<file path="src/rtl/keypad_pkg.sv">
// Shared definitions for the keypad timer-entry path: BCD code width,
// largest legal decimal digit and the key-handling FSM state encoding.
package keypad_pkg;

   localparam int BCD_W = 4;
   localparam logic [BCD_W-1:0] BCD_MAX = 4'd9;

   typedef enum logic [1:0] {
      IDLE     = 2'd0,
      DEBOUNCE = 2'd1,
      RELEASE  = 2'd2
   } key_state_t;

   // True when the encoder code is a decimal digit (0..9) rather than a
   // function key or an unused code.
   function automatic logic is_digit(input logic [BCD_W-1:0] code);
      return (code <= BCD_MAX);
   endfunction

endpackage

</file>
<file path="src/rtl/sync_2ff.sv">
// Parameterised-width two-flop synchroniser. Each bit is synchronised
// independently; multi-bit coherence is the consumer's job (the digit entry
// FSM re-latches the code whenever it changes during debounce).
module sync_2ff #(
   parameter int WIDTH = 1
) (
   input  logic             clk,
   input  logic             reset,
   input  logic [WIDTH-1:0] d,
   output logic [WIDTH-1:0] q
);

   logic [WIDTH-1:0] meta;

   // First flop may go metastable; the second gives it a full cycle to settle.
   always_ff @(posedge clk or posedge reset) begin
      if (reset) begin
         meta <= '0;
         q    <= '0;
      end else begin
         meta <= d;
         q    <= meta;
      end
   end

endmodule

</file>
<file path="src/rtl/keypad_digit_entry.sv">
// Keypad digit entry: synchronises and debounces presses from the keypad
// priority encoder and shifts each accepted decimal digit into a BCD digit
// register, newest digit in the least-significant nibble.
//
// Optional build macro DIGIT_ENTRY_FULL_LOCK_EN: when defined, a full
// register ignores further digits until clear or reset. When undefined, a
// full register keeps shifting and the oldest digit falls off the top.
module keypad_digit_entry
   import keypad_pkg::*;
#(
   parameter int DEBOUNCE_CYCLES = 4,
   parameter int NUM_DIGITS      = 4
) (
   input  logic                        clk,
   input  logic                        reset,
   input  logic [BCD_W-1:0]            bcd_in,
   input  logic                        data_val,
   input  logic                        clear,
   output logic [BCD_W*NUM_DIGITS-1:0] digits,
   output logic [2:0]                  digit_count,
   output logic                        full,
   output logic                        digit_strobe,
   output logic                        busy
);

   localparam int               DIGITS_W  = BCD_W * NUM_DIGITS;
   localparam logic [7:0]       CNT_LAST  = 8'(DEBOUNCE_CYCLES - 1);
   localparam logic [2:0]       COUNT_MAX = 3'(NUM_DIGITS);

   // Synchronised encoder outputs
   logic [BCD_W:0]       sync_d;
   logic [BCD_W:0]       sync_q;
   logic                 dv_s;
   logic [BCD_W-1:0]     code_s;

   // FSM state and its shared debounce/release counter
   key_state_t           state;
   key_state_t           state_next;
   logic [7:0]           cnt;
   logic [7:0]           cnt_next;
   logic [BCD_W-1:0]     key_code;
   logic [BCD_W-1:0]     key_code_next;
   logic                 accept;

   // Digit register datapath
   logic                 take_digit;
   logic [DIGITS_W-1:0]  digits_shifted;
   logic [2:0]           count_inc;

   assign sync_d = {data_val, bcd_in};

   sync_2ff #(
      .WIDTH (BCD_W + 1)
   ) u_sync (
      .clk   (clk),
      .reset (reset),
      .d     (sync_d),
      .q     (sync_q)
   );

   assign dv_s   = sync_q[BCD_W];
   assign code_s = sync_q[BCD_W-1:0];

   // FSM state, counter and latched key code registers.
   always_ff @(posedge clk or posedge reset) begin
      if (reset) begin
         state    <= IDLE;
         cnt      <= '0;
         key_code <= '0;
      end else begin
         state    <= state_next;
         cnt      <= cnt_next;
         key_code <= key_code_next;
      end
   end

   // Next-state logic: debounce a press, accept once, then wait for a clean
   // release so that a held key yields exactly one digit.
   always_comb begin
      state_next    = state;
      cnt_next      = cnt;
      key_code_next = key_code;
      accept        = 1'b0;
      case (state)
         IDLE: begin
            if (dv_s) begin
               state_next    = DEBOUNCE;
               key_code_next = code_s;
               cnt_next      = '0;
            end
         end
         DEBOUNCE: begin
            if (!dv_s) begin
               state_next = IDLE;
               cnt_next   = '0;
            end else if (code_s != key_code) begin
               key_code_next = code_s;
               cnt_next      = '0;
            end else if (cnt == CNT_LAST) begin
               accept     = 1'b1;
               state_next = RELEASE;
               cnt_next   = '0;
            end else begin
               cnt_next = cnt + 8'd1;
            end
         end
         RELEASE: begin
            if (dv_s) begin
               cnt_next = '0;
            end else if (cnt == CNT_LAST) begin
               state_next = IDLE;
               cnt_next   = '0;
            end else begin
               cnt_next = cnt + 8'd1;
            end
         end
         default: begin
            state_next = IDLE;
            cnt_next   = '0;
         end
      endcase
   end

   // Decide whether this accept actually enters a digit and prepare the
   // shifted register and saturating count.
   always_comb begin
`ifdef DIGIT_ENTRY_FULL_LOCK_EN
      take_digit = accept && is_digit(key_code) && !full;
`else
      take_digit = accept && is_digit(key_code);
`endif
      digits_shifted = DIGITS_W'({digits, key_code});
      count_inc      = (digit_count == COUNT_MAX) ? digit_count : digit_count + 3'd1;
   end

   // Registered outputs; clear wins over a same-cycle accept.
   always_ff @(posedge clk or posedge reset) begin
      if (reset) begin
         digits       <= '0;
         digit_count  <= '0;
         full         <= 1'b0;
         digit_strobe <= 1'b0;
         busy         <= 1'b0;
      end else begin
         busy         <= (state_next != IDLE);
         digit_strobe <= 1'b0;
         if (clear) begin
            digits      <= '0;
            digit_count <= '0;
            full        <= 1'b0;
         end else if (take_digit) begin
            digits       <= digits_shifted;
            digit_count  <= count_inc;
            full         <= (count_inc == COUNT_MAX);
            digit_strobe <= 1'b1;
         end
      end
   end

endmodule

</file>
<file path="config.mk">
export PLATFORM = sky130hd
export DESIGN_NAME = keypad_digit_entry
export DESIGN_NICKNAME = d
export VERILOG_FILES = /design/src/rtl/keypad_pkg.sv /design/src/rtl/sync_2ff.sv /design/src/rtl/keypad_digit_entry.sv
export SDC_FILE = /design/constraint.sdc
export NUM_CORES = 1
export LEC_CHECK = 0
export ABC_AREA = 1
export CAP_MARGIN = 20
export CORE_ASPECT_RATIO = 1.75
export CORE_UTILIZATION = 40
export DETAILED_ROUTE_END_ITERATION = 6
export GPL_TIMING_DRIVEN = 0
export PLACE_DENSITY_LB_ADDON = 0.1
export SETUP_SLACK_MARGIN = 0.4
export SLEW_MARGIN = 30
export SYNTH_ARGS = -nofsm -noshare
export SYNTH_HDL_FRONTEND = slang
export SYNTH_SLANG_ARGS = --single-unit
</file>
<file path="constraint.sdc">
create_clock -name clk -period 2.25 [get_ports clk]
set_input_delay 0.225 -clock clk [delete_from_list [all_inputs] [get_ports clk]]
set_output_delay 0.225 -clock clk [all_outputs]
set_load 0.02 [all_outputs]
</file>
==> out/metrics.yaml, run 1 <==
synthXorXnorAreaFrac: 0.01251
port_buffers: 29
place_congestion: 0.8179
combPwrFrac: 0.200
pg_clk_mw: 0.505
whs_ns: 0.3191
drc: 12
non_clock_buffer_area_share: 0.1541
core_area_mm2: 0.005020
cts_tree: "built"
largest_area_cell: "dfrtp_1"
fp-row-count: 34
syn_area_mm2: 0.002101
route.met3.wl_um: 132
drv_slew: 0
use_met1: 0.1733
critical_path.top_delay_family: "simple AND/OR/NAND/NOR gates"
synthAdderAreaFrac: 0.04169
p_comb_mw: 0.365
cts_resized: 4
die_y_um: 97.87
place_ws_ns: 0.3463
seq-power_mw: 0.960
edf_count: 0
clock_sinks: 46
placedCellCount: 320
grt_max_degree: 47
yosysWarnings: 0
netlist_logic_family_top: "simple AND/OR/NAND/NOR gates"
cts-buffers-inserted: 5
p_leak_nw: 1.279
warnings: 31
drtAntennaViolNets: 0
die_area_mm2: 0.005557
first_pass_iters: 6
outcome: "finished, violations left"
inv_count: 28
yosysSeqAreaShare: 0.5479
flop-count: 46
area_growth_pct: 27.52
synth.top_cell.area_share: 0.5479
power_switching_mw: 0.5899
lay_top_count: "nand2_1"
p_sw_frac: 0.3223
critPathLaunchType: "flop"
clockBufferDepth: 2
fp_util: 0.4185
regMostFlops: "digits"
required_ns: 2.49
routedWlPerCell_um: 12.24
setup-tns-final_ns: 0
clk_share: 0.03363
dpl.hpwl_um: 2874
largestClassByArea: "registers"
sh_comb_area: 0.3162
viasPerCell: 4.884
path_cells: "ha_4, nor3b_4, nand2_2, nor3_4, nand3_4, inv_4, clkbuf_16, nand2_1, nand2_1"
reg2reg_from: "cnt[0]$_DFFE_PP0N_"
fin_area_mm2: 0.002679
rsz0062_at_grt: "true"
max_freq_mhz: 562.3
nFillCells: 491
synth_nets: 252
top_usage_layer: "met2"
lay_top_cells: "nand2_1, dfrtp_1, nand3_1, clkdlybuf4s50_1, inv_1"
worstMarginPinSlew_ns: 0.5554
htree_levels: 2
fin_crit_sh: 0.7904
nWellTaps: 54
comb_area_um2: 847.1
seq_share: 0.4297
clk_latency_ns: 0.30
ir_drop_mv: 0.5381
max_stage_delay_ns: 0.42
setup_viol: 0
compound_area_frac: 0.07504
instances_no_fill: 336
hold_viol_final: 0
route.top_layer_used: "met4"
cp_max_fo: 5
cts.clk_slew.worst_paths_ns: 0.09
synth_cell_types: 29
ff_type: "dfrtp_1"
synth-simple-area-share: 0.2543
cts_hold_buf: 0
netlist_instances: 237
ys_area_mm2: 0.002101
slew_headroom: 0.6258
clock_power_share: 0.276
startpoint: "cnt[0]$_DFFE_PP0N_"
num-multi-input-gates: 158
top_regs: "digits x16, cnt x8"
wl_met1_um: 1688
n_all_buffers: 42
cp_common_cell: "nand2_1"
num-nets-final: 296
grt_util_met3: 0.03046
fin_ws_ns: 0.4715
top_power_group: "sequential cells"
cts_root_buf: "clkbuf_8"
cp_num_cells: 9
rrSetupSlack_ns: 0.47
p_seq_frac: 0.524
final_core_util: 0.5336
syn_area_per_cell_um2: 8.864
critical_path_buf_inv_count: 2
yosys_cells: 237
topCellsByArea: "dfrtp_1, nand2_1, nand3_1"
n_antenna_cell: 0
mux_share: 0.004765
p_int_mw: 1.240
skew_ns: 0.005384
overflow: 0
antenna_found_initial: 0
violations: "DRC"
ys_seq_elements: 46
critPathArrivalTime_ns: 2.02
run_1/met1.png
Bar = 20 um. Supply wires on this layer in gray.
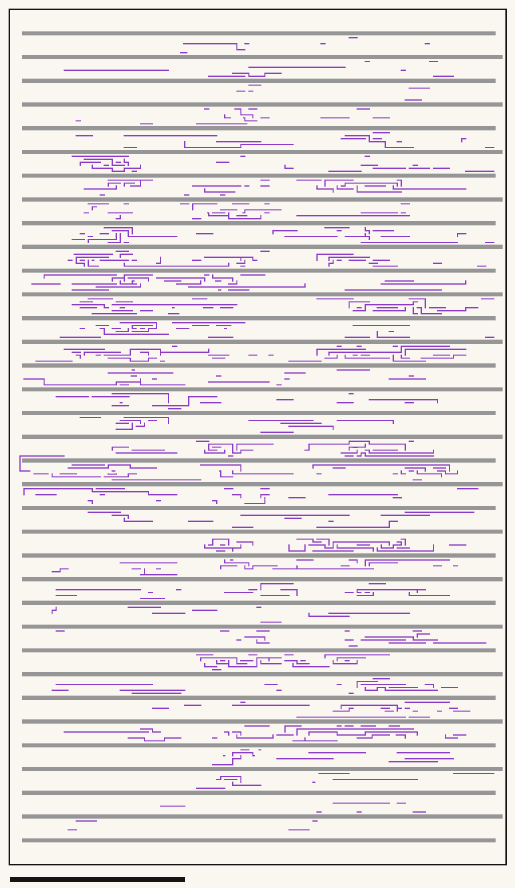
- nets with wire on the layer: 263
- longest straight run: 15.6 um
- share of all routed wire: 41%

run_1/met2.png
Cells faint in the background.
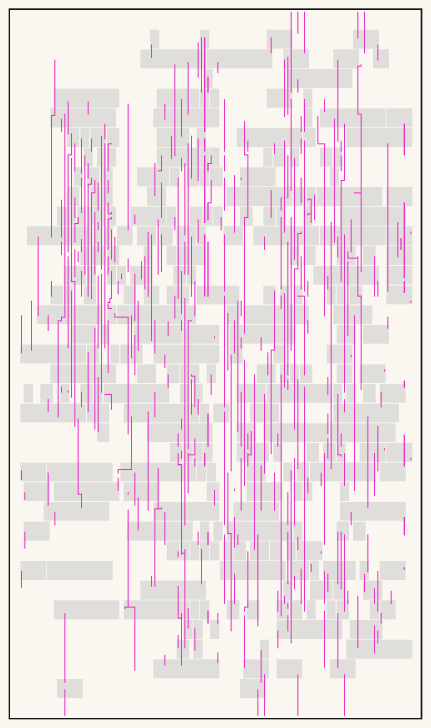
- wire length on this layer: 2210 um
- nets with wire on the layer: 229
- share of all routed wire: 54%
WL final: 4111 um
Vias: 1641
GR Util met2: 0.3040

run_1/met3.png
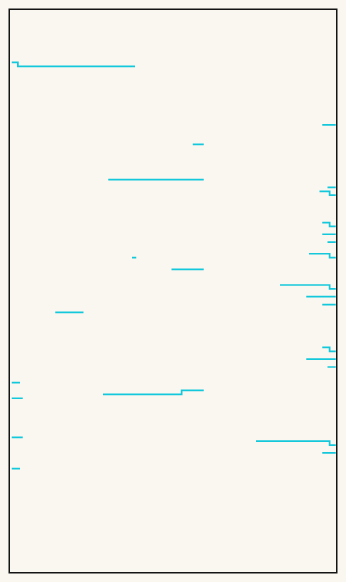
- share of all routed wire: 3.2%
- nets with wire on the layer: 22

run_1/cell_classes.png
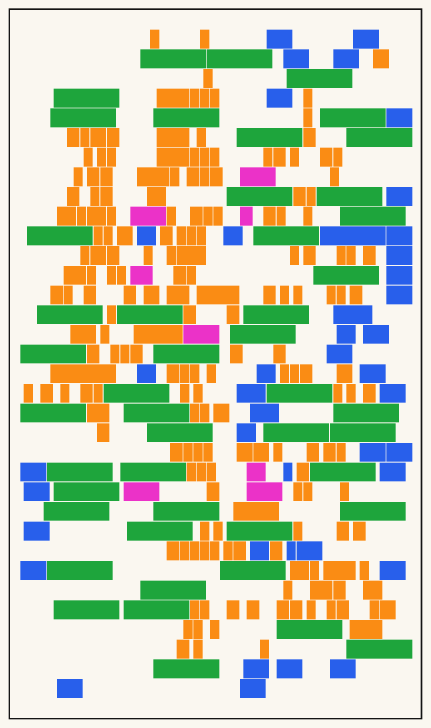
- magenta: clock drivers and dummy loads (cells 8; share of their area 3.5%)
- blue: other buffers and delay cells (cells 42; share of their area 16%)
- green: flip-flops (cells 46; share of their area 44%)
- orange: all other logic (cells 186; share of their area 37%)

==> run 2: changes to the inputs <==
clock period = 1.7 ns   (was 2.25 ns; I/O delays follow)
run_2/met1.png
Bar = 20 um. Supply wires on this layer in gray.
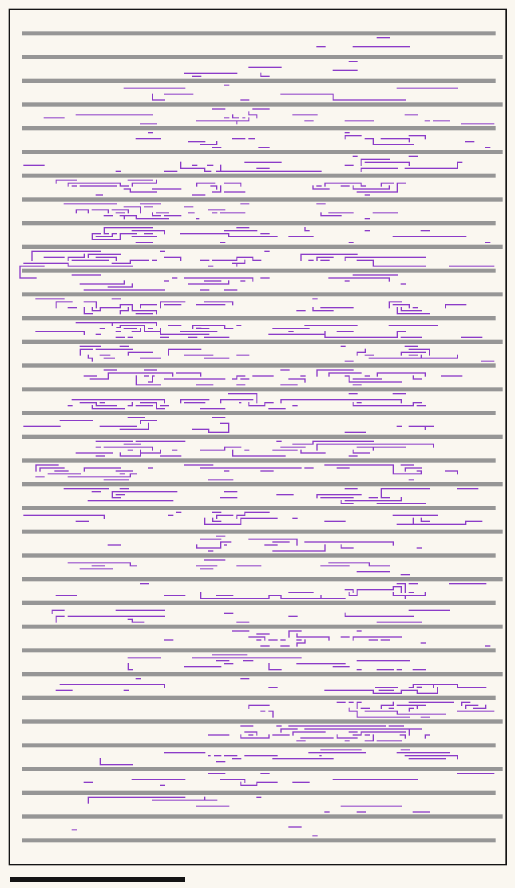
- wire length on this layer: 1680 um
- share of all routed wire: 36%

==> out/metrics.yaml, run 2 <==
seq_share: 0.3880  # was 0.4297
critical_path_buf_inv_count: 1  # was 2
syn_area_per_cell_um2: 8.864  # unchanged
cts_hold_buf: 0  # unchanged
critPathLaunchType: "flop"  # unchanged
core_area_mm2: 0.005020  # unchanged
slew_headroom: 0.5369  # was 0.6258
routedWlPerCell_um: 13.06  # was 12.24 um
non_clock_buffer_area_share: 0.1784  # was 0.1541
synthXorXnorAreaFrac: 0.01251  # unchanged
fp_util: 0.4185  # unchanged
flop-count: 46  # unchanged
yosys_cells: 237  # unchanged
p_seq_frac: 0.443  # was 0.524
first_pass_iters: 6  # unchanged
drv_slew: 0  # unchanged
instances_no_fill: 355  # was 336
lay_top_cells: "nand2_1, dfrtp_1, dlygate4sd2_1, buf_4, nand3_2"  # was nand2_1, dfrtp_1, nand3_1, clkdlybuf4s50_1, inv_1
required_ns: 1.89  # was 2.49 ns
num-multi-input-gates: 158  # unchanged
fp-row-count: 34  # unchanged
netlist_instances: 237  # unchanged
port_buffers: 29  # unchanged
ff_type: "dfrtp_1"  # unchanged
rrSetupSlack_ns: -0.1  # was 0.47 ns
clockBufferDepth: 2  # unchanged
clock_power_share: 0.292  # was 0.276
path_cells: "ha_2, nor3b_4, nand2_2, nor3_4, nand2_2, buf_6, nand3_1, o21ai_1"  # was ha_4, nor3b_4, nand2_2, nor3_4, nand3_4, inv_4, clkbuf_16, nand2_1, nand2_1
cts_tree: "built"  # unchanged
overflow: 0  # unchanged
min_period_ns: 1.798  # was 1.778 ns
fin_area_mm2: 0.002967  # was 0.002679 mm2
clk_latency_ns: 0.30  # about the same
place_ws_ns: -0.1151  # was 0.3463 ns
p_leak_nw: 1.501  # was 1.279 nW
cp_num_cells: 8  # was 9
regMostFlops: "digits"  # unchanged
p_sw_frac: 0.3229  # was 0.3223
place_congestion: 0.7982  # was 0.8179
synth-simple-area-share: 0.2543  # unchanged
outcome: "finished, violations left"  # unchanged
htree_levels: 2  # unchanged
yosysSeqAreaShare: 0.5479  # unchanged
critical_path.top_delay_family: "simple AND/OR/NAND/NOR gates"  # unchanged
whs_ns: 0.2641  # was 0.3191 ns
pg_clk_mw: 0.835  # was 0.505 mW
compound_area_frac: 0.07504  # unchanged
top_power_group: "sequential cells"  # unchanged
startpoint: "cnt[1]$_DFFE_PP0N_"  # was cnt[0]$_DFFE_PP0N_
cts_root_buf: "clkbuf_8"  # unchanged
synth.top_cell.area_share: 0.5479  # unchanged
edf_count: 0  # unchanged
sh_comb_area: 0.3349  # was 0.3162
final_core_util: 0.5910  # was 0.5336
n_antenna_cell: 0  # unchanged
synth_cell_types: 29  # unchanged
setup_viol: 20  # was 0
top_regs: "digits x16, cnt x8"  # unchanged
viasPerCell: 5.042  # was 4.884
max_stage_delay_ns: 0.37  # was 0.42 ns
comb_area_um2: 993.5  # was 847.1 um2
num-nets-final: 315  # was 296
area_growth_pct: 41.22  # was 27.52%
critPathArrivalTime_ns: 1.99  # was 2.02 ns
cts.clk_slew.worst_paths_ns: 0.09  # about the same
globalRouteMet2Util: 0.3443  # was 0.3040
synthAdderAreaFrac: 0.04169  # unchanged
clk_share: 0.03796  # was 0.03363
combPwrFrac: 0.265  # was 0.200
grt_util_met3: 0.02914  # was 0.03046
inv_count: 28  # unchanged
use_met1: 0.1729  # was 0.1733
ys_seq_elements: 46  # unchanged
skew_ns: 0.004236  # was 0.005384 ns
fin_ws_ns: -0.09816  # was 0.4715 ns
cts_resized: 52  # was 4
max_freq_mhz: 556.1  # was 562.3 MHz
n_all_buffers: 61  # was 42
lay_top_count: "nand2_1"  # unchanged
violations: "DRC, setup timing"  # was DRC
worstMarginPinSlew_ns: 0.6946  # was 0.5554 ns
warnings: 33  # was 31
cp_common_cell: "nand2_2"  # was nand2_1
p_int_mw: 1.936  # was 1.240 mW
drc: 12  # unchanged
cts-buffers-inserted: 5  # unchanged
rsz0062_at_grt: "true"  # unchanged
p_comb_mw: 0.757  # was 0.365 mW
dr_wl_met2_um: 2735  # was 2213 um
placedCellCount: 320  # unchanged
route.top_layer_used: "met4"  # unchanged
common_cells: "nand2_1, dfrtp_1, nand3_1"  # unchanged
ys_area_mm2: 0.002101  # unchanged
mux_share: 0.004765  # unchanged
grt_max_degree: 47  # unchanged
antenna_found_initial: 0  # unchanged
die_y_um: 97.87  # unchanged
cp_max_fo: 5  # unchanged
drt-initial-drc-count: 47  # was 65
seq-power_mw: 1.27  # was 0.960 mW
route.met3.wl_um: 130  # was 132 um
netlist_logic_family_top: "simple AND/OR/NAND/NOR gates"  # unchanged
dpl.hpwl_um: 2907  # was 2874 um
reg2reg_from: "cnt[1]$_DFFE_PP0N_"  # was cnt[0]$_DFFE_PP0N_
fin_crit_sh: 1.058  # was 0.7904
ir_drop_mv: 0.6807  # was 0.5381 mV
nWellTaps: 54  # unchanged
drtAntennaViolNets: 0  # unchanged
nFillCells: 466  # was 491
die_area_mm2: 0.005557  # unchanged
power_switching_mw: 0.9231  # was 0.5899 mW
syn_area_mm2: 0.002101  # unchanged
clock_sinks: 46  # unchanged
topCellsByArea: "dfrtp_1, nand2_1, nand3_1"  # unchanged
synth_nets: 252  # unchanged
wl_met1_um: 1683  # was 1688 um
r2r-end: "digits[0]$_DFFE_PP0P_"  # was digits[8]$_DFFE_PP0P_
setup-tns-final_ns: -1.578  # was 0 ns
largest_area_cell: "dfrtp_1"  # unchanged
top_usage_layer: "met2"  # unchanged
yosysWarnings: 0  # unchanged
hold_viol_final: 0  # unchanged
largestClassByArea: "registers"  # unchanged
run_2/met3.png
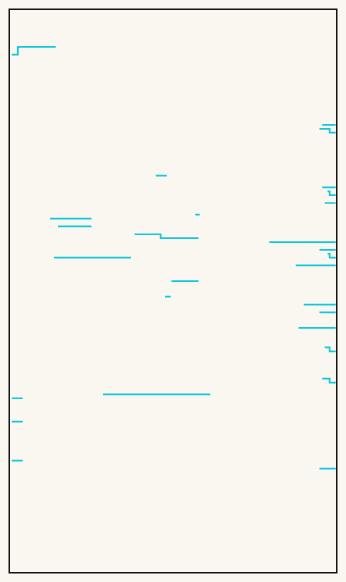
- wire length on this layer: 131 um
- longest straight run: 18.4 um
- nets with wire on the layer: 23
WL final: 4638 um
Vias: 1790

==> run 3: changes to the inputs <==
CORE_MARGIN = 2   (was not set)
SETUP_SLACK_MARGIN = not set   (was 0.4)
run_3/met3.png
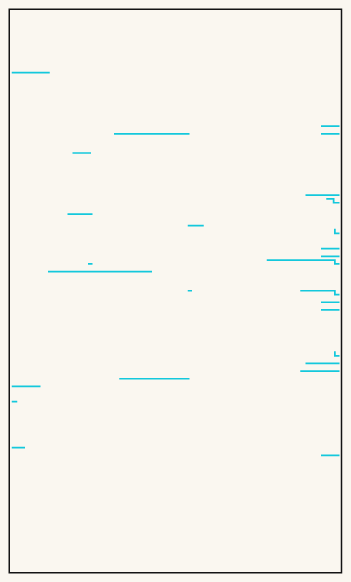
- longest straight run: 18.2 um
- nets with wire on the layer: 22
- share of all routed wire: 3.1%

==> out/metrics.yaml, run 3 <==
top_power_group: "sequential cells"  # unchanged
synth-simple-area-share: 0.2543  # unchanged
skew_ns: 0.006331  # was 0.004236 ns
largest_area_cell: "dfrtp_1"  # unchanged
synth_cell_types: 29  # unchanged
inv_count: 28  # unchanged
warnings: 32  # was 33
crit_path_top_delay_cell: "dfrtp_1"  # unchanged
non_clock_buffer_area_share: 0.1532  # was 0.1784
top_usage_layer: "met2"  # unchanged
compound_area_frac: 0.07504  # unchanged
syn_area_mm2: 0.002101  # unchanged
outcome: "finished, violations left"  # unchanged
p_int_mw: 1.800  # was 1.936 mW
slew_headroom: 0.6172  # was 0.5369
routedWlPerCell_um: 12.74  # was 13.06 um
cts_tree: "built"  # unchanged
synthAdderAreaFrac: 0.04169  # unchanged
critical_path_buf_inv_count: 2  # was 1
min_period_ns: 1.740  # was 1.798 ns
setup_viol: 18  # was 20
place_congestion: 0.8560  # was 0.7982
seq-power_mw: 1.27  # about the same
route.top_layer_used: "met4"  # unchanged
port_buffers: 29  # unchanged
fp_util: 0.4185  # unchanged
critical_path.top_delay_family: "simple AND/OR/NAND/NOR gates"  # unchanged
viasPerCell: 5.018  # was 5.042
drt-initial-drc-count: 75  # was 47
cts_hold_buf: 0  # unchanged
seq_share: 0.4234  # was 0.3880
netlist_logic_family_top: "simple AND/OR/NAND/NOR gates"  # unchanged
dr_wl_met2_um: 2362  # was 2735 um
netlist_instances: 237  # unchanged
cp_num_cells: 9  # was 8
ys_area_mm2: 0.002101  # unchanged
edf_count: 0  # unchanged
clk_share: 0.04050  # was 0.03796
ir_drop_mv: 0.6528  # was 0.6807 mV
clock_power_share: 0.314  # was 0.292
p_sw_frac: 0.3036  # was 0.3229
mux_share: 0.004765  # unchanged
worstMarginPinSlew_ns: 0.5682  # was 0.6946 ns
lay_top_count: "nand2_1"  # unchanged
sh_comb_area: 0.3175  # was 0.3349
cts_root_buf: "clkbuf_8"  # unchanged
reg2reg_from: "cnt[0]$_DFFE_PP0N_"  # was cnt[1]$_DFFE_PP0N_
p_seq_frac: 0.490  # was 0.443
n_antenna_cell: 0  # unchanged
htree_levels: 2  # unchanged
grt_usage: 0.1609  # was 0.1733
final_core_util: 0.5416  # was 0.5910
p_comb_mw: 0.507  # was 0.757 mW
dpl.hpwl_um: 3019  # was 2907 um
place_ws_ns: -0.1930  # was -0.1151 ns
violations: "DRC, setup timing"  # unchanged
rrSetupSlack_ns: -0.04  # was -0.1 ns
lay_top_cells: "nand2_1, dfrtp_1, nand3_1, clkdlybuf4s50_1, inv_1"  # was nand2_1, dfrtp_1, dlygate4sd2_1, buf_4, nand3_2
die_y_um: 99.87  # was 97.87 um
core_area_mm2: 0.005020  # unchanged
yosysSeqAreaShare: 0.5479  # unchanged
max_freq_mhz: 574.8  # was 556.1 MHz
common_cells: "nand2_1, dfrtp_1, nand3_1"  # unchanged
cp_common_cell: "nand2_2"  # unchanged
max_stage_delay_ns: 0.36  # was 0.37 ns
grt_max_degree: 47  # unchanged
nFillCells: 485  # was 466
cts_resized: 17  # was 52
fp-row-count: 34  # unchanged
drtAntennaViolNets: 0  # unchanged
end_kind: "flop"  # unchanged
cts.clk_slew.worst_paths_ns: 0.09  # about the same
setup-tns-final_ns: -0.2474  # was -1.578 ns
whs_ns: 0.2725  # was 0.2641 ns
route.met3.wl_um: 132  # was 130 um
clock_sinks: 46  # unchanged
grt_util_met3: 0.02964  # was 0.02914
top_regs: "digits x16, cnt x8"  # unchanged
largestClassByArea: "registers"  # unchanged
hold_viol_final: 0  # unchanged
wl_met1_um: 1685  # was 1683 um
critPathLaunchType: "flop"  # unchanged
use_met1: 0.1745  # was 0.1729
clockBufferDepth: 2  # unchanged
synth_nets: 252  # unchanged
cp_max_fo: 5  # unchanged
drc: 5  # was 12
ys_seq_elements: 46  # unchanged
topCellsByArea: "dfrtp_1, nand2_1, nand3_1"  # unchanged
required_ns: 1.94  # was 1.89 ns
instances_no_fill: 336  # was 355
dpl_cell_area_mm2: 0.002461  # was 0.002480 mm2
yosys_cells: 237  # unchanged
clk_latency_ns: 0.30  # about the same
syn_area_per_cell_um2: 8.864  # unchanged
comb_area_um2: 863.3  # was 993.5 um2
rsz0062_at_grt: "true"  # unchanged
n_all_buffers: 42  # was 61
critPathArrivalTime_ns: 1.98  # was 1.99 ns
grt_pass1_wl_um: 7314  # was 7534 um
num-nets-final: 296  # was 315
synth.top_cell.area_share: 0.5479  # unchanged
synthXorXnorAreaFrac: 0.01251  # unchanged
yosysWarnings: 0  # unchanged
startpoint: "cnt[0]$_DFFE_PP0N_"  # was cnt[1]$_DFFE_PP0N_
flop-count: 46  # unchanged
fin_ws_ns: -0.03967  # was -0.09816 ns
cts-buffers-inserted: 5  # unchanged
first_pass_iters: 6  # unchanged
fin_crit_sh: 1.023  # was 1.058
drv_slew: 0  # unchanged
path_cells: "ha_2, nor3b_4, nand2_2, nor3_4, nand3_4, inv_4, clkbuf_16, nand2_2, nand2_1"  # was ha_2, nor3b_4, nand2_2, nor3_4, nand2_2, buf_6, nand3_1, o21ai_1
power_switching_mw: 0.7849  # was 0.9231 mW
combPwrFrac: 0.196  # was 0.265
overflow: 0  # unchanged
pg_clk_mw: 0.812  # was 0.835 mW
num-multi-input-gates: 158  # unchanged
r2r-end: "digits[5]$_DFFE_PP0P_"  # was digits[0]$_DFFE_PP0P_
die_area_mm2: 0.005870  # was 0.005557 mm2
p_leak_nw: 1.294  # was 1.501 nW
ff_type: "dfrtp_1"  # unchanged
area_growth_pct: 29.42  # was 41.22%
run_3/met2.png
Cells faint in the background.
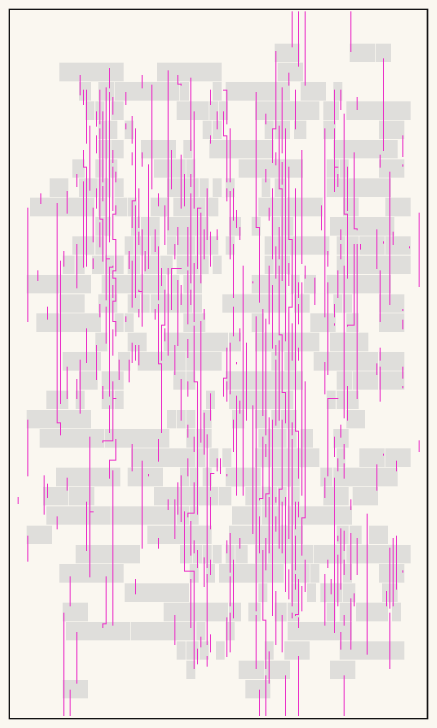
- longest straight run: 41.5 um
- wire length on this layer: 2360 um
- main direction: vertical
- nets with wire on the layer: 240
- share of all routed wire: 55%
WL final: 4280 um
Vias: 1686
GR Util met2: 0.2932

Power and IR drop assume default switching activity.
